**The clock network**

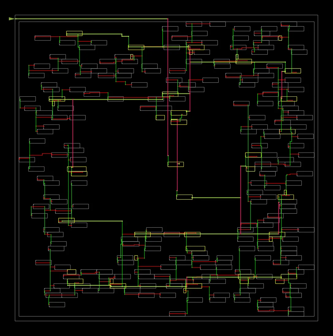
**Cell area per tile**

Drawn at 1.5 px/µm. The die is cut into 18 by 18 equal tiles; black is low, pale yellow is high, 0 to 100% covered.
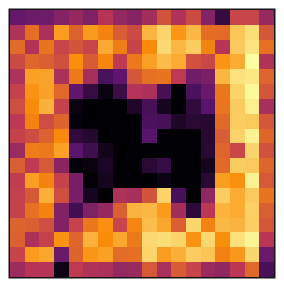
**Routed clock nets over the placement**

Drawn at 3 px/µm.
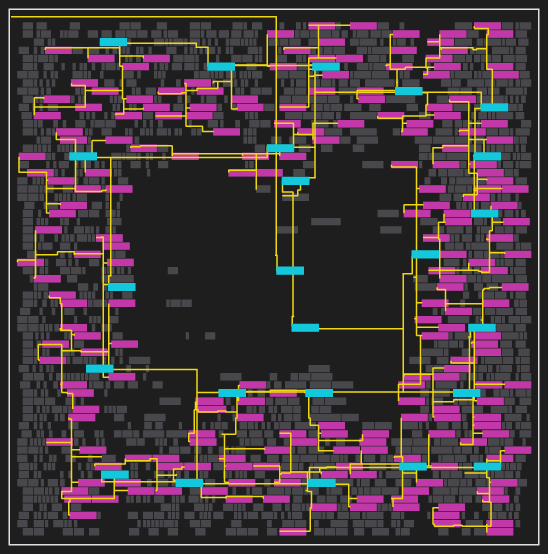
<file path="src/rtl/mem_arbiter.sv">
`default_nettype none
// ============================================================================
// Module      : mem_arbiter
// Description : Two-port req/ack arbiter in front of a single-port RAM.
//               Port 0 is the CPU and port 1 is the host loader. Requests are
//               serialised, and addresses at or above MEM_WORDS are rejected
//               with an error flag.
//               The optional build macro MEM_ARBITER_CPU_PRIORITY_EN replaces
//               round-robin arbitration with a fixed priority for port 0.
// Revision    : 1.0 - initial release
// ============================================================================
module mem_arbiter #(
    parameter int ADDR_WIDTH = 16,
    parameter int DATA_WIDTH = 64,
    parameter int MEM_WORDS  = 4096
) (
    input  logic                  clk,
    input  logic                  reset,
    input  logic                  req0,
    input  logic                  we0,
    input  logic [ADDR_WIDTH-1:0] addr0,
    input  logic [DATA_WIDTH-1:0] wdata0,
    output logic                  ack0,
    output logic                  err0,
    output logic [DATA_WIDTH-1:0] rdata0,
    input  logic                  req1,
    input  logic                  we1,
    input  logic [ADDR_WIDTH-1:0] addr1,
    input  logic [DATA_WIDTH-1:0] wdata1,
    output logic                  ack1,
    output logic                  err1,
    output logic [DATA_WIDTH-1:0] rdata1,
    output logic                  mem_en,
    output logic                  mem_we,
    output logic [ADDR_WIDTH-1:0] mem_addr,
    output logic [DATA_WIDTH-1:0] mem_wdata,
    input  logic [DATA_WIDTH-1:0] mem_rdata
);

    localparam logic [1:0] c_ST_IDLE   = 2'd0;
    localparam logic [1:0] c_ST_ACCESS = 2'd1;
    localparam logic [1:0] c_ST_ACK    = 2'd2;

    localparam logic [ADDR_WIDTH:0] c_MEM_WORDS = (ADDR_WIDTH + 1)'(MEM_WORDS);

    logic [1:0]            r_state;
    logic [1:0]            w_state_nxt;
    logic                  r_gnt;
    logic                  r_we;
    logic                  r_oob;
    logic [ADDR_WIDTH-1:0] r_mem_addr;
    logic [DATA_WIDTH-1:0] r_mem_wdata;
    logic [DATA_WIDTH-1:0] r_rdata0;
    logic [DATA_WIDTH-1:0] r_rdata1;

    logic                  w_take;
    logic                  w_pick1;
    logic                  w_sel_we;
    logic [ADDR_WIDTH-1:0] w_sel_addr;
    logic [DATA_WIDTH-1:0] w_sel_wdata;
    logic                  w_sel_oob;
    logic                  w_ack;
    logic                  w_rd_upd;

    assign w_take = (r_state == c_ST_IDLE) & (req0 | req1);

`ifdef MEM_ARBITER_CPU_PRIORITY_EN
    assign w_pick1 = req1 & ~req0;
`else
    // Last granted port loses a tie; reset value 1 lets port 0 win the first.
    logic r_last_grant;

    assign w_pick1 = req1 & (~req0 | ~r_last_grant);

    always_ff @(posedge clk or negedge reset) begin
        if (!reset) begin
            r_last_grant <= 1'b1;
        end else if (w_take) begin
            r_last_grant <= w_pick1;
        end
    end
`endif

    assign w_sel_we    = w_pick1 ? we1    : we0;
    assign w_sel_addr  = w_pick1 ? addr1  : addr0;
    assign w_sel_wdata = w_pick1 ? wdata1 : wdata0;
    assign w_sel_oob   = ({1'b0, w_sel_addr} >= c_MEM_WORDS);

    always_comb begin
        w_state_nxt = r_state;
        case (r_state)
            c_ST_IDLE:   if (w_take) w_state_nxt = c_ST_ACCESS;
            c_ST_ACCESS: w_state_nxt = c_ST_ACK;
            c_ST_ACK:    w_state_nxt = c_ST_IDLE;
            default:     w_state_nxt = c_ST_IDLE;
        endcase
    end

    always_ff @(posedge clk or negedge reset) begin
        if (!reset) begin
            r_state     <= c_ST_IDLE;
            r_gnt       <= 1'b0;
            r_we        <= 1'b0;
            r_oob       <= 1'b0;
            r_mem_addr  <= '0;
            r_mem_wdata <= '0;
            r_rdata0    <= '0;
            r_rdata1    <= '0;
        end else begin
            r_state <= w_state_nxt;
            if (w_take) begin
                r_gnt <= w_pick1;
                r_we  <= w_sel_we;
                r_oob <= w_sel_oob;
                // The RAM never sees an out-of-range address
                if (!w_sel_oob) begin
                    r_mem_addr  <= w_sel_addr;
                    r_mem_wdata <= w_sel_wdata;
                end
            end
            if (w_rd_upd && !r_gnt) r_rdata0 <= mem_rdata;
            if (w_rd_upd &&  r_gnt) r_rdata1 <= mem_rdata;
        end
    end

    assign mem_en    = (r_state == c_ST_ACCESS) & ~r_oob;
    assign mem_we    = mem_en & r_we;
    assign mem_addr  = r_mem_addr;
    assign mem_wdata = r_mem_wdata;

    assign w_ack    = (r_state == c_ST_ACK);
    assign w_rd_upd = w_ack & ~r_we & ~r_oob;
    assign ack0     = w_ack & ~r_gnt;
    assign ack1     = w_ack &  r_gnt;
    assign err0     = ack0 & r_oob;
    assign err1     = ack1 & r_oob;

    // RAM data arrives during the ack cycle, so it is bypassed to the port
    // while the holding register captures it at the end of that cycle.
    assign rdata0 = (w_rd_upd & ~r_gnt) ? mem_rdata : r_rdata0;
    assign rdata1 = (w_rd_upd &  r_gnt) ? mem_rdata : r_rdata1;

endmodule
`default_nettype wire

</file>
<file path="config.mk">
export PLATFORM = sky130hd
export DESIGN_NAME = mem_arbiter
export DESIGN_NICKNAME = d
export VERILOG_FILES = /design/src/rtl/mem_arbiter.sv
export SDC_FILE = /design/constraint.sdc
export NUM_CORES = 1
export LEC_CHECK = 0
export ABC_AREA = 1
export CAP_MARGIN = 40
export CORE_AREA = 2 2 174 176
export CTS_BUF_LIST = sky130_fd_sc_hd__clkbuf_8 sky130_fd_sc_hd__clkbuf_16
export CTS_CLUSTER_SIZE = 25
export DETAILED_ROUTE_END_ITERATION = 6
export DIE_AREA = 0 0 176 178
export PLACE_DENSITY = 0.71
export SYNTH_ARGS = -nofsm -noshare
export SYNTH_HDL_FRONTEND = slang
export SYNTH_SLANG_ARGS = --single-unit
</file>
<file path="constraint.sdc">
create_clock -name clk -period 2.35 [get_ports clk]
set_input_delay 0.3525 -clock clk [delete_from_list [all_inputs] [get_ports clk]]
set_output_delay 0.3525 -clock clk [all_outputs]
set_load 0.01 [all_outputs]
</file>
==> results.sh <==
# flow metrics
export IMPL_synth_seq_cells=214
export IMPL_dr_pass1_iters=4
export IMPL_worstSetupStartpoint="r_state[1]"
export IMPL_power_density_mw_per_mm2=1050
export IMPL_cp_end_kind="output port"
export IMPL_num_nonclk_inverters=85
export IMPL_p_comb_mw=7.72
export IMPL_use_met1_pct=24.9
export IMPL_critPathArrivalTime_ns=2.09
export IMPL_r2r_start="r_state[0]"
export IMPL_start_kind="flop"
export IMPL_clockBufferDepth=3
export IMPL_finalClockPeriodUsage_pct=104
export IMPL_ff_latch_area_mm2=0.00536
export IMPL_rsz0062_at_grt="yes"
export IMPL_cts_root_buffer="clkbuf_16"
export IMPL_simple_gate_share_pct=27.0
export IMPL_synth_distinct_cells=20
export IMPL_ys_cells=1116
export IMPL_port_buffers=443
export IMPL_violations="negative setup slack"
export IMPL_slew_violations=0
export IMPL_seq_area_share_pct=32.3
export IMPL_ys_seq_share_pct=58.6
export IMPL_grt_use_total_pct=20.6
export IMPL_postCtsSetupRepairBufs=18
export IMPL_warnings=28
export IMPL_comb_area_mm2=0.00443
export IMPL_adder_share_pct=0
export IMPL_antenna_found_initial=4
export IMPL_reg2regPathDepth=9
export IMPL_power_leakage_nw=8.03
export IMPL_status="finished with violations"
export IMPL_clkCellAreaFrac_pct=4.81
export IMPL_design_seq_count=214
export IMPL_htree_levels=1
export IMPL_m1WireLength_mm=13.6
export IMPL_path_cells="inv_2 -> nor2_2 -> inv_2 -> buf_6 -> nor2_4 -> buf_6 -> nand2_8 -> clkbuf_16 -> o21ai_4 -> buf_6"
export IMPL_p_switching_mw=6.00
export IMPL_dieArea_mm2=0.0313
export IMPL_buffers=512
export IMPL_top_power_group="combinational cells"
export IMPL_path_common_cell="buf_6"
export IMPL_lay_top_count="nand2_1"
export IMPL_use_met3_pct=6.20
export IMPL_synth_area_mux_share_pct=0
export IMPL_gr_total_overflow=0
export IMPL_dp_cells=1914
export IMPL_finalNetCount=1820
export IMPL_endpoint="rdata1[22]"
export IMPL_stdcell_area_mm2=0.0166
export IMPL_ys_area_mm2=0.00915
export IMPL_final_setup_worst_slack_ns=-0.0898
export IMPL_use_met2_pct=35.4
export IMPL_setup_violations=74
export IMPL_placed_cell_area_mm2=0.0141
export IMPL_logic_family="simple AND/OR/NAND/NOR gates"
export IMPL_layout_drive_gt1_share_pct=27.8
Notes on 'the clock network' above:
# clk buffers: 30
# clock sinks: 214
Power Clock: 3.80 mW
final clock skew: 0.00988 ns
CTS Buf Count: 24

Notes on 'cell area per tile' above:
- emptiest ninth of the die: middle
- nearly empty tiles: 11%
- tiles over 75% full: 26%
- mean over tiles: 51%
- fullest tile: 99%
core area: 0.0294 mm²
final cell utilization of the core: 56.5%

Notes on 'routed clock nets over the placement' above:
- clock drivers: cyan (count 24)
- flip-flops: magenta (count 214)
- clock wires: yellow (length 3,000 µm)
- routed clock nets: 25

Power is estimated from default activity; no workload was simulated.
